run_1/m3.png
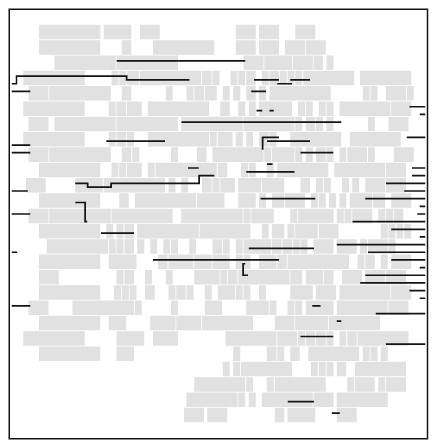
run_1/clock_nets.png
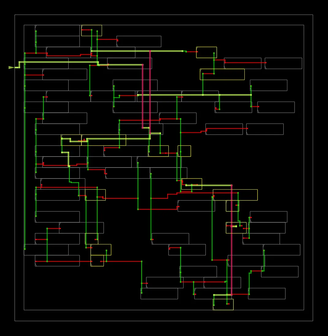
run_1/clock_wires.png
Bar = 20 microns.
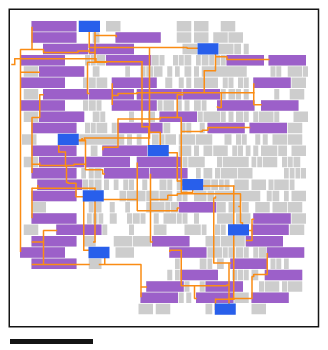
==> src/rtl/jump_control_unit.sv <==
// rtl/jump_control_unit.sv - jump/RET/interrupt-vector PC control with return stack; JMPCTL_NESTED_IRQ_EN enables nesting
module jump_control_unit #(
    parameter int               ADDR_W      = 8,
    parameter int               INS_W       = 20,
    parameter int               NUM_IRQ     = 4,
    parameter int               STACK_DEPTH = 4,
    parameter logic [ADDR_W-1:0] VEC_BASE   = 8'hF0
) (
    input  logic               clk,
    input  logic               reset,
    input  logic [INS_W-1:0]   ins,
    input  logic [ADDR_W-1:0]  current_address,
    input  logic [3:0]         flag_ex,
    input  logic [NUM_IRQ-1:0] irq,
    output logic               pc_mux_sel,
    output logic [ADDR_W-1:0]  jmp_loc,
    output logic [NUM_IRQ-1:0] irq_ack,
    output logic               in_service,
    output logic               stack_err
);
    localparam int SP_W  = $clog2(STACK_DEPTH) + 1;
    localparam int IDX_W = SP_W - 1;

    typedef enum logic {RUN, SHADOW} state_t;

    state_t              state, state_d;
    logic [NUM_IRQ-1:0]  irq_q, pending, rise, eligible, pick, ack_d;
    logic [SP_W-1:0]     sp, sp_m1;
    logic [IDX_W-1:0]    push_idx, top_idx;
    logic [ADDR_W-1:0]   stack_mem [STACK_DEPTH];
    logic [4:0]          opcode;
    logic [ADDR_W-1:0]   target, vec, jmp_d;
    logic [2:0]          sel;
    logic                is_jmp, is_ret, stack_empty, stack_full;
    logic                push, pop, pc_d, err_d;
    logic                unused_ins;

    assign opcode      = ins[INS_W-1 -: 5];
    assign target      = ins[ADDR_W-1:0];
    assign unused_ins  = ^ins;
    assign rise        = irq & ~irq_q;
    assign stack_empty = (sp == '0);
    assign stack_full  = (sp == SP_W'(STACK_DEPTH));
    assign sp_m1       = sp - SP_W'(1);
    assign top_idx     = sp_m1[IDX_W-1:0];
    assign push_idx    = sp[IDX_W-1:0];
    assign in_service  = !stack_empty;
    assign vec         = VEC_BASE + ADDR_W'({sel, 1'b0});

    // Conditional jumps test flag_ex = {Z,C,N,V}
    always_comb begin
        is_jmp = 1'b0;
        is_ret = 1'b0;
        case (opcode)
            5'b11000: is_jmp = 1'b1;
            5'b11100: is_jmp = flag_ex[3];
            5'b11101: is_jmp = flag_ex[2];
            5'b11110: is_jmp = flag_ex[1];
            5'b11111: is_jmp = flag_ex[0];
            5'b10000: is_ret = 1'b1;
            default:  ;
        endcase
    end

`ifdef JMPCTL_NESTED_IRQ_EN
    logic [NUM_IRQ-1:0] active_mask [STACK_DEPTH];
    logic [NUM_IRQ-1:0] active_any;
    logic               blocked;

    // A channel may preempt only if it outranks every level currently active
    always_comb begin
        active_any = '0;
        for (int i = 0; i < STACK_DEPTH; i++) active_any = active_any | active_mask[i];
        blocked  = 1'b0;
        eligible = '0;
        for (int k = 0; k < NUM_IRQ; k++) begin
            blocked     = blocked | active_any[k];
            eligible[k] = pending[k] & ~blocked & ~stack_full;
        end
    end

    always_ff @(posedge clk or posedge reset) begin
        if (reset) begin
            for (int i = 0; i < STACK_DEPTH; i++) active_mask[i] <= '0;
        end else if (push) begin
            active_mask[push_idx] <= ack_d;
        end else if (pop) begin
            active_mask[top_idx] <= '0;
        end
    end
`else
    assign eligible = (in_service || stack_full) ? '0 : pending;
`endif

    always_comb begin
        pick = '0;
        sel  = '0;
        for (int k = NUM_IRQ - 1; k >= 0; k--) begin
            if (eligible[k]) begin
                pick    = '0;
                pick[k] = 1'b1;
                sel     = 3'(k);
            end
        end
    end

    // Instruction jumps outrank interrupts; an empty-stack RET falls through to interrupt entry
    always_comb begin
        state_d = state;
        pc_d    = 1'b0;
        jmp_d   = jmp_loc;
        ack_d   = '0;
        err_d   = 1'b0;
        push    = 1'b0;
        pop     = 1'b0;
        if (state == RUN) begin
            if (is_jmp) begin
                pc_d    = 1'b1;
                jmp_d   = target;
                state_d = SHADOW;
            end else if (is_ret && !stack_empty) begin
                pop     = 1'b1;
                pc_d    = 1'b1;
                jmp_d   = stack_mem[top_idx];
                state_d = SHADOW;
            end else begin
                err_d = is_ret;
                if (|pick) begin
                    push    = 1'b1;
                    pc_d    = 1'b1;
                    jmp_d   = vec;
                    ack_d   = pick;
                    state_d = SHADOW;
                end
            end
        end else begin
            state_d = RUN;
        end
    end

    always_ff @(posedge clk or posedge reset) begin
        if (reset) begin
            state      <= RUN;
            pc_mux_sel <= 1'b0;
            jmp_loc    <= '0;
            irq_ack    <= '0;
            stack_err  <= 1'b0;
            pending    <= '0;
            irq_q      <= '0;
            sp         <= '0;
        end else begin
            state      <= state_d;
            pc_mux_sel <= pc_d;
            jmp_loc    <= jmp_d;
            irq_ack    <= ack_d;
            stack_err  <= err_d;
            irq_q      <= irq;
            pending    <= (pending & ~ack_d) | rise;
            if (push)     sp <= sp + SP_W'(1);
            else if (pop) sp <= sp_m1;
        end
    end

    always_ff @(posedge clk) begin
        if (push) stack_mem[push_idx] <= current_address;
    end
endmodule

==> config.mk <==
export PLATFORM = sky130hd
export DESIGN_NAME = jump_control_unit
export DESIGN_NICKNAME = d
export VERILOG_FILES = /design/src/rtl/jump_control_unit.sv
export SDC_FILE = /design/constraint.sdc
export NUM_CORES = 1
export LEC_CHECK = 0
export ABC_AREA = 1
export CAP_MARGIN = 20
export CORE_AREA = 2 2 72 74
export CTS_CLUSTER_SIZE = 10
export DETAILED_ROUTE_END_ITERATION = 12
export DIE_AREA = 0 0 74 76
export GPL_TIMING_DRIVEN = 0
export PLACE_DENSITY = 0.83
export SETUP_SLACK_MARGIN = 0.5
export SYNTH_ARGS = -nofsm -noshare
export SYNTH_HDL_FRONTEND = slang
export SYNTH_SLANG_ARGS = --single-unit
==> constraint.sdc <==
create_clock -name clk -period 4.7 [get_ports clk]
set_clock_uncertainty 0.05 [all_clocks]
set_input_delay 0.94 -clock clk [delete_from_list [all_inputs] [get_ports clk]]
set_output_delay 0.94 -clock clk [all_outputs]
set_load 0.01 [all_outputs]
==> reports/results.ini, run 1 <==
[synthesis]
ys_warn_count = 0
common_cells = nand2_1 (74), edfxtp_1 (32), nor2_1 (29)
top_cell_area_share_pct = 36.8
numSynthFlops = 57
synthArstFlopShare_pct = 43.9

[critical_path]
crit_type = reg -> out
worstPathRequired_ps = 3710
reg2reg_depth = 10

[global_route]
grt_use_total_pct = 22.2
gr-usage-met1_pct = 27.8

[timing]
slew_violations = 0
worst_hold_slack_ps = 417

[worst_hold_path]
hold_start = irq_q[1]

[layout]
nets = 359
regArea_sq_mm = 0.00159
clkbuf_count = 9
nFillCells = 357
inverters = 25

[route]
first_pass_iters = 4
top_layer = met4

[die]
initCoreUtil_pct = 53.1

[clock_network]
clk_pin_slew_ps = 70

[run_status]
status = finished clean

Back to the opening pictures, m3.png:
- wire length on this layer: 373 microns
- share of all routed wire: 6.8%
- main direction: horizontal
- longest straight run: 28.1 microns
grt met3 use: 7.14%
vias post-DR: 1962
drt total wl: 5480 microns

Back to the opening pictures, clock_nets.png:
Flops: 57
cts bufs inserted: 9
CTS Sinks: 57

Back to the opening pictures, clock_wires.png:
- flip-flops: purple (count 57)
- clock-net drivers: blue (count 9)
- clock wires: orange (length 806 microns)
- routed clock nets: 10
Power Clock: 581 uW
clk latency late pin: 340 ps
clock network power share: 25.4%

run 1: logic make-up (layout without fill, tap and decap cells):
family / after synthesis / in the layout / synth area share (%)
buffers and inverters: 30 / 91 / 4.89
DFF: 57 / 57 / 60.8
AOI/OAI and AO/OA: 29 / 29 / 6.90
adders and majority gates: 5 / 5 / 2.40
xor gates and xnor gates: 4 / 4 / 1.34
and+or+nand+nor: 135 / 135 / 23.7
run 1: layout by cell type (no fill, tap or decap), types with 2 or more instances in the layout:
cell type,n
clkbuf_8,9
inv_2,3
nand3_1,17
clkbuf_1,2
o21ai_0,18
a21oi_4,2
ha_1,5
nand2_2,3
xor2_1,3
nor2_4,2
edfxtp_1,32
o21ai_1,2
clkinv_4,2
nand2_4,5
clkdlybuf4s50_1,45
o22ai_1,2
nand3_2,2
inv_1,20
nor2_1,29
inv_6,3
bufinv_16,3
dfrtp_1,25
o211ai_1,4
nand2_1,74
run 1: report_power, final:
group | switching (mW) | leakage, nW | total, mW | internal [mW]
combinational | 0.582 | 0.763 | 0.919 | 0.337
sequential | 0.0742 | 0.597 | 0.788 | 0.714
clock | 0.223 | 0.125 | 0.581 | 0.358
run 1: critical path, cell delays in order, from the launching register on:
cell,delay (ps)
dfrtp_1,410
clkbuf_2,190
inv_2,170
buf_2,290
ha_1,320
nand2_4,130
clkdlybuf4s50_1,510
run 1: registers in the layout, indices dropped and copies added (netlist names):
| register | cells |
|---|---|
| jmp_loc | 8 |
| irq_ack | 4 |
| state | 1 |
| stack_mem | 32 |
| irq_q | 4 |
| stack_err | 1 |
| sp | 3 |
| pending | 4 |
run 1: metrics by stage:
stage	cells	worst slack [ps]	total power, mW
after global routing	391	1180	2.46
after floorplan	260	2110	1.40
after detailed placement	375	1340	1.71
after CTS	391	1320	2.31
after global placement	375	1440	1.67
final	391	1360	2.29
--- run 2 (diff from run 1) ---
- CORE_AREA: 2 2 72 74 -> 2 2 75 77
- DIE_AREA: 0 0 74 76 -> 0 0 77 79
- PLACE_DENSITY: 0.83 -> 0.78
- clock period: 4.7 -> 3.28 ns (I/O delays scaled with it)
==> run 2 against run 1 <==
Against the previous run:
- die area grew 8.2%
- final cell count increased by 0.51%
- count of clock-buffer cells in the layout is the same
- worst hold slack better by 9.3 ps
- register-to-register slack worse by 830 ps
- highest routed layer unchanged
- largest power group unchanged
- synthesized cell count unchanged
- critical path depth unchanged
- combinational power increased by 48%
- clock power down 3%
==> reports/results.ini, run 2 <==
[clock_network]
clk_pin_slew_ps = 70  ; about the same
cts_tree = built
clock.latency.late_pin_ps = 340  ; about the same
clock_sinks = 57  ; unchanged
cts_made_buffers = 9  ; unchanged

[layout]
final_common_cell = nand2_1
nets = 359  ; unchanged
nFillCells = 464  ; +30%
regMostFlops = stack_mem
top_regs = stack_mem: 32 flops, jmp_loc: 8 flops
largest_reg_flops = 32  ; unchanged

[run_status]
status = finished clean

[synthesis]
top_cell_area_share_pct = 36.8  ; unchanged
ys_warn_count = 0  ; unchanged
logic_family = simple AND/OR/NAND/NOR gates
ys_sh_aoi_pct = 6.90  ; unchanged
synthArstFlopShare_pct = 43.9  ; unchanged
xor_area_share_pct = 1.34  ; unchanged
simple_gate_share_pct = 23.7  ; unchanged
mux_area_share_pct = 0  ; unchanged
adder_share_pct = 2.40  ; unchanged
common_cells = nand2_1 (74), edfxtp_1 (32), nor2_1 (29)
numSynthFlops = 57  ; unchanged

[route]
top_layer = met4

[global_route]
gr-usage-met1_pct = 23.2  ; -4.6 points
grt_use_total_pct = 19.1  ; -3.1 points
grt_max_degree = 26

[power]
maxPowerGroup = combinational cells
power.share.sequential_pct = 36.9  ; +2.5 points
power_switching_mw = 1.24  ; +41%
pwr-share-clk_pct = 18.5  ; -6.9 points
swShare_pct = 40.5  ; +2.1 points
powerSeq_mw = 1.13  ; +43%
clk-power_uw = 566  ; -3%
combinationalPower_mw = 1.36  ; +48%
combPwrFrac_pct = 44.6  ; +4.4 points
p_int_mw = 1.82  ; +29%

[critical_path]
crit_type = reg -> out
cp-startpoint = sp[0]
worstPathRequired_ps = 2570  ; -1140 ps
cp-start-kind = flip-flop

[timing]
worst_hold_slack_ps = 427  ; +9.33 ps
final.setup.worst_slack_ps = 596  ; -764 ps
tightest_slew_ps = 973

[die]
die-width_microns = 77
dieHeight_microns = 79
initCoreUtil_pct = 48.9  ; -4.2 points

[placement]
pre_cts_slack_ps = 76.9  ; -1270 ps

[job]
warning_count = 38

-- run 2: cell count changes in the layout (fill, tap and decap cells not counted), moves of 2 or more --
cell        before  now
bufinv_16        3    0
nor2_1          29   26
nor2_2           1    4
clkinv_2         0    2
clkinvlp_4       0    2
inv_6            3    1
-- run 2: layout make-up --
type | instances | area (sq um) | share of cell area, %
Buffer | 5 | 37.5 | 1.12
Clock inverter | 7 | 46.3 | 1.38
Multi-Input combinational cell | 173 | 916 | 27.3
Tap cell | 72 | 90.1 | 2.69
Timing Repair Buffer | 45 | 450 | 13.4
Inverter | 25 | 101 | 3.02
Sequential cell | 57 | 1590 | 47.3
Clock buffer | 9 | 124 | 3.70
-- run 2: timing repair --
| item | CTS | global route |
|---|---|---|
| gates resized | 9 | 1 |
| pin swaps | 0 | 0 |
| endpoints found under the hold margin | 0 | 0 |
| setup endpoints to repair | 33 | 25 |
| hold buffers | 0 | 0 |
-- run 2: worst min-delay path by stage --
stage	startpoint	slack [ps]	to
after detailed placement	jmp_loc[7]	410	jmp_loc[7]
final	irq_q[0]	430	pending[0]
after floorplan	irq_q[0]	400	pending[0]
after global routing	jmp_loc[6]	450	jmp_loc[6]
after CTS	irq_q[0]	430	pending[0]
after global placement	jmp_loc[4]	410	jmp_loc[4]
-- run 2: through the flow --
| step | power (mW) | instances | area (sq um) |
|---|---|---|---|
| floorplan | 2.01 | 260 | 2610 |
| global placement | 2.40 | 377 | 3150 |
| CTS | 3.07 | 393 | 3350 |
| global route | 3.29 | 393 | 3350 |
| detailed placement | 2.44 | 377 | 3150 |
| finish | 3.05 | 393 | 3350 |
-- run 2: critical path, cell delays in order (launching register included) --
cell	delay, ps
dfrtp_1	370
buf_4	180
inv_4	70
buf_6	150
ha_4	180
nand2_4	120
clkdlybuf4s50_1	550
run_2/m3.png
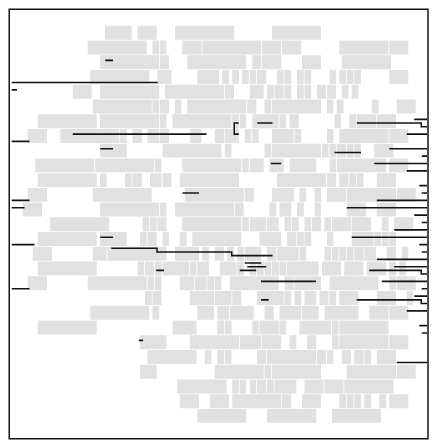
- main direction: horizontal
- share of all routed wire: 5.4%
- longest straight run: 26.7 microns
- wire length on this layer: 288 microns
- nets with wire on the layer: 43
grt met3 use: 4.43%
vias post-DR: 1934
drt total wl: 5340 microns

--- run 3 (diff from run 2) ---
- clock period: 3.28 -> 2.5 ns (I/O delays scaled with it)
run_3/m3.png
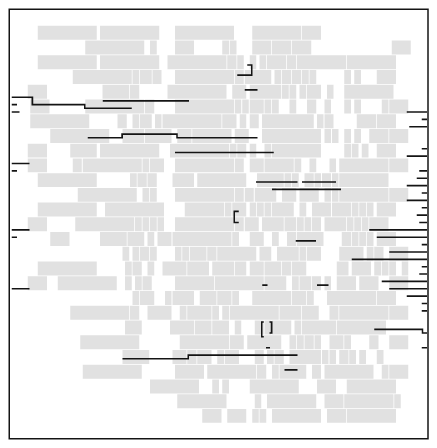
- main direction: horizontal
- wire length on this layer: 283 microns
- longest straight run: 20.0 microns
- share of all routed wire: 4.9%
vias post-DR: 2055
drt total wl: 5750 microns
grt met3 use: 5.11%

==> run 3 against run 2 <==
Against the previous run:
- utilization is 5.7 points higher
- global-route usage is 1.4 points higher
- clock power is 49% higher
- power is 50% higher
- flip-flop count stayed put
- worst hold slack worse by 3.6 ps
- die area stayed put
- non-clock buffer count is 22 higher
- first-iteration DRC count is 33% higher
- register-to-register slack worse by 150 ps
- critical path depth is 5 higher
- critical path type is now reg -> reg
- area after synthesis stayed put
- largest cell class unchanged
- critical endpoint is now stack_mem[1][2]
- largest power group unchanged
==> reports/results.ini, run 3 <==
[timing]
timing.fmax_mhz = 499
final.setup.worst_slack_ps = 497  ; -98.6 ps
tightest_slew_ps = 942  ; -30.5 ps
finalSetupTns_ps = 0
worst_hold_slack_ps = 423  ; -3.56 ps

[clock_network]
cts_tree = built
clock_sinks = 57  ; unchanged
clockBufferDepth = 2
clock.latency.late_pin_ps = 340  ; about the same
cts_made_buffers = 9  ; unchanged
cts_hold_buffers = 0  ; unchanged

[die]
initCoreUtil_pct = 48.9  ; unchanged
dieHeight_microns = 79  ; unchanged
die-width_microns = 77  ; unchanged

[critical_path]
path_max_fanout = 7
critPathTopFamily = simple AND/OR/NAND/NOR gates
critPathMostFrequentCell = nor2_4
cp-start-kind = flip-flop
crit_buf_inv = 4  ; unchanged
crit_path_top_delay_cell = dfrtp_1
crit_type = reg -> reg
critical_path.max_stage_delay_ps = 400  ; -150 ps

[layout]
regMostFlops = stack_mem
top_regs = stack_mem: 32 flops, jmp_loc: 8 flops
final_common_cell = nand2_1
instances_no_fill = 415  ; +5.6%
largest_reg_flops = 32  ; unchanged
design_area_sq_mm = 0.00366  ; +9.1%

[synthesis]
top_cell_area_share_pct = 36.8  ; unchanged
ys_warn_count = 0  ; unchanged
synth_nets = 303
simple_gate_share_pct = 23.7  ; unchanged
synthArstFlopShare_pct = 43.9  ; unchanged
xor_area_share_pct = 1.34  ; unchanged
ys_sh_aoi_pct = 6.90  ; unchanged
numSynthFlops = 57  ; unchanged
adder_share_pct = 2.40  ; unchanged
common_cells = nand2_1 (74), edfxtp_1 (32), nor2_1 (29)
mux_area_share_pct = 0  ; unchanged

[placement]
dp_cells = 377  ; unchanged
pre_cts_slack_ps = 23.3  ; -53.6 ps
place_area_sq_mm = 0.00324  ; +2.9%

[run_status]
status = finished clean

[global_route]
grt_use_total_pct = 20.5  ; +1.4 points

[route]
viasPerCell = 4.95

[run 3: cell counts after synthesis]
Identical to the previous run, type by type.
[run 3: per-stage QoR]
stage	total power [mW]	utilization [%]
6_report	4.57	68.5
4_1_cts	4.44	66.6
2_1_floorplan	2.83	-
5_1_grt	4.90	68.5
3_3_place_gp	3.34	60.8
3_5_place_dp	3.40	60.8
[run 3: cell type report]
cell class,count,area [sq um]
multi-input combinational,173,965
clock buffer,9,124
tap,72,90.1
sequential,57,1590
fill,416,1680
buffer,5,61.3
inverter,25,106
timing repair buffer,67,651
clock inverter,7,71.3
[run 3: per-layer routing]
layer / track usage (%) / wire length (microns) / up-vias
met3: 5.11 / 282 / 9
met4: 7.68 / 63 / 0
met1: 25.3 / 2480 / 969
li1: - / - / 1013
met2: 35.1 / 2930 / 64
met5: 0 / 0 / -
[run 3: power breakdown]
| group | internal [mW] | switching [mW] | leakage, nW |
|---|---|---|---|
| clock network | 0.459 | 0.386 | 0.103 |
| logic | 0.979 | 1.27 | 0.899 |
| registers | 1.34 | 0.133 | 0.595 |
[run 3: path summary, 6_finish.rpt]
path	endpoint	slack, ps	from	depth (start not counted)
setup reg to reg	stack_mem[1][2]	500	sp[0]	11
hold reg to reg	pending[0]	420	irq_q[0]	3
setup / recovery	stack_mem[1][2]	500	sp[0]	11
min in group asynchronous	jmp_loc[4]	630	reset	2
max in group asynchronous	state	1140	reset	2
hold / removal	pending[0]	420	irq_q[0]	3
[run 3: what timing repair did]
action                                  4_1_cts  5_1_grt
pin swaps                                     6        6
hold endpoints to repair                      0        0
endpoints found under the setup margin       40       41
resized                                       8        6
buffers inserted                             10       12

==> layout pictures side by side <==
Zoomed window.
shot_01.png
Window x 17 to 57, y 18 to 58 microns. Cells in grey, sequential cells in the stronger grey; small squares are vias.
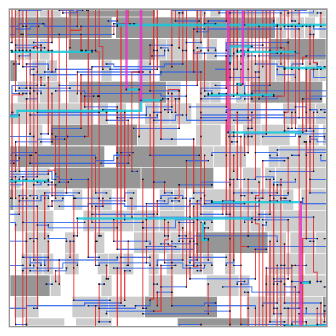
shot_02.png
Window x 18 to 58, y 20 to 60 microns. Cells in grey, sequential cells in the stronger grey; small squares are vias.
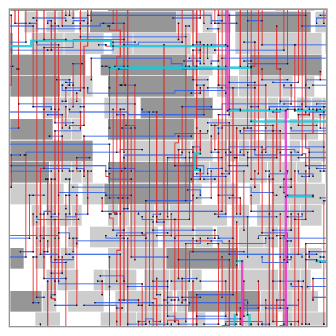
shot_03.png
Window x 18 to 58, y 20 to 60 microns. Cells in grey, sequential cells in the stronger grey; small squares are vias.
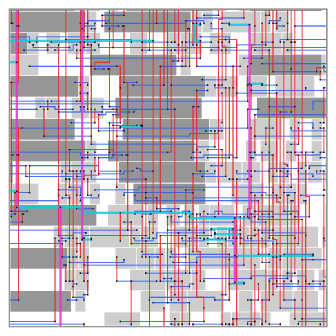
For run 1, see shot_01.png.
For run 2, see shot_03.png.
For run 3, see shot_02.png.

Key to shot_03.png:
- M3: cyan
- M2: red
- M4: magenta
- M1: blue
- netlist names of flops here include: stack_mem (14)
- cells with their middle in the window: 131
- most frequent: nand2_1 (31), edfxtp_1 (14), nor2_1 (13)
- sequential cells in the window: 17

Power is estimated from default activity; no workload was simulated.
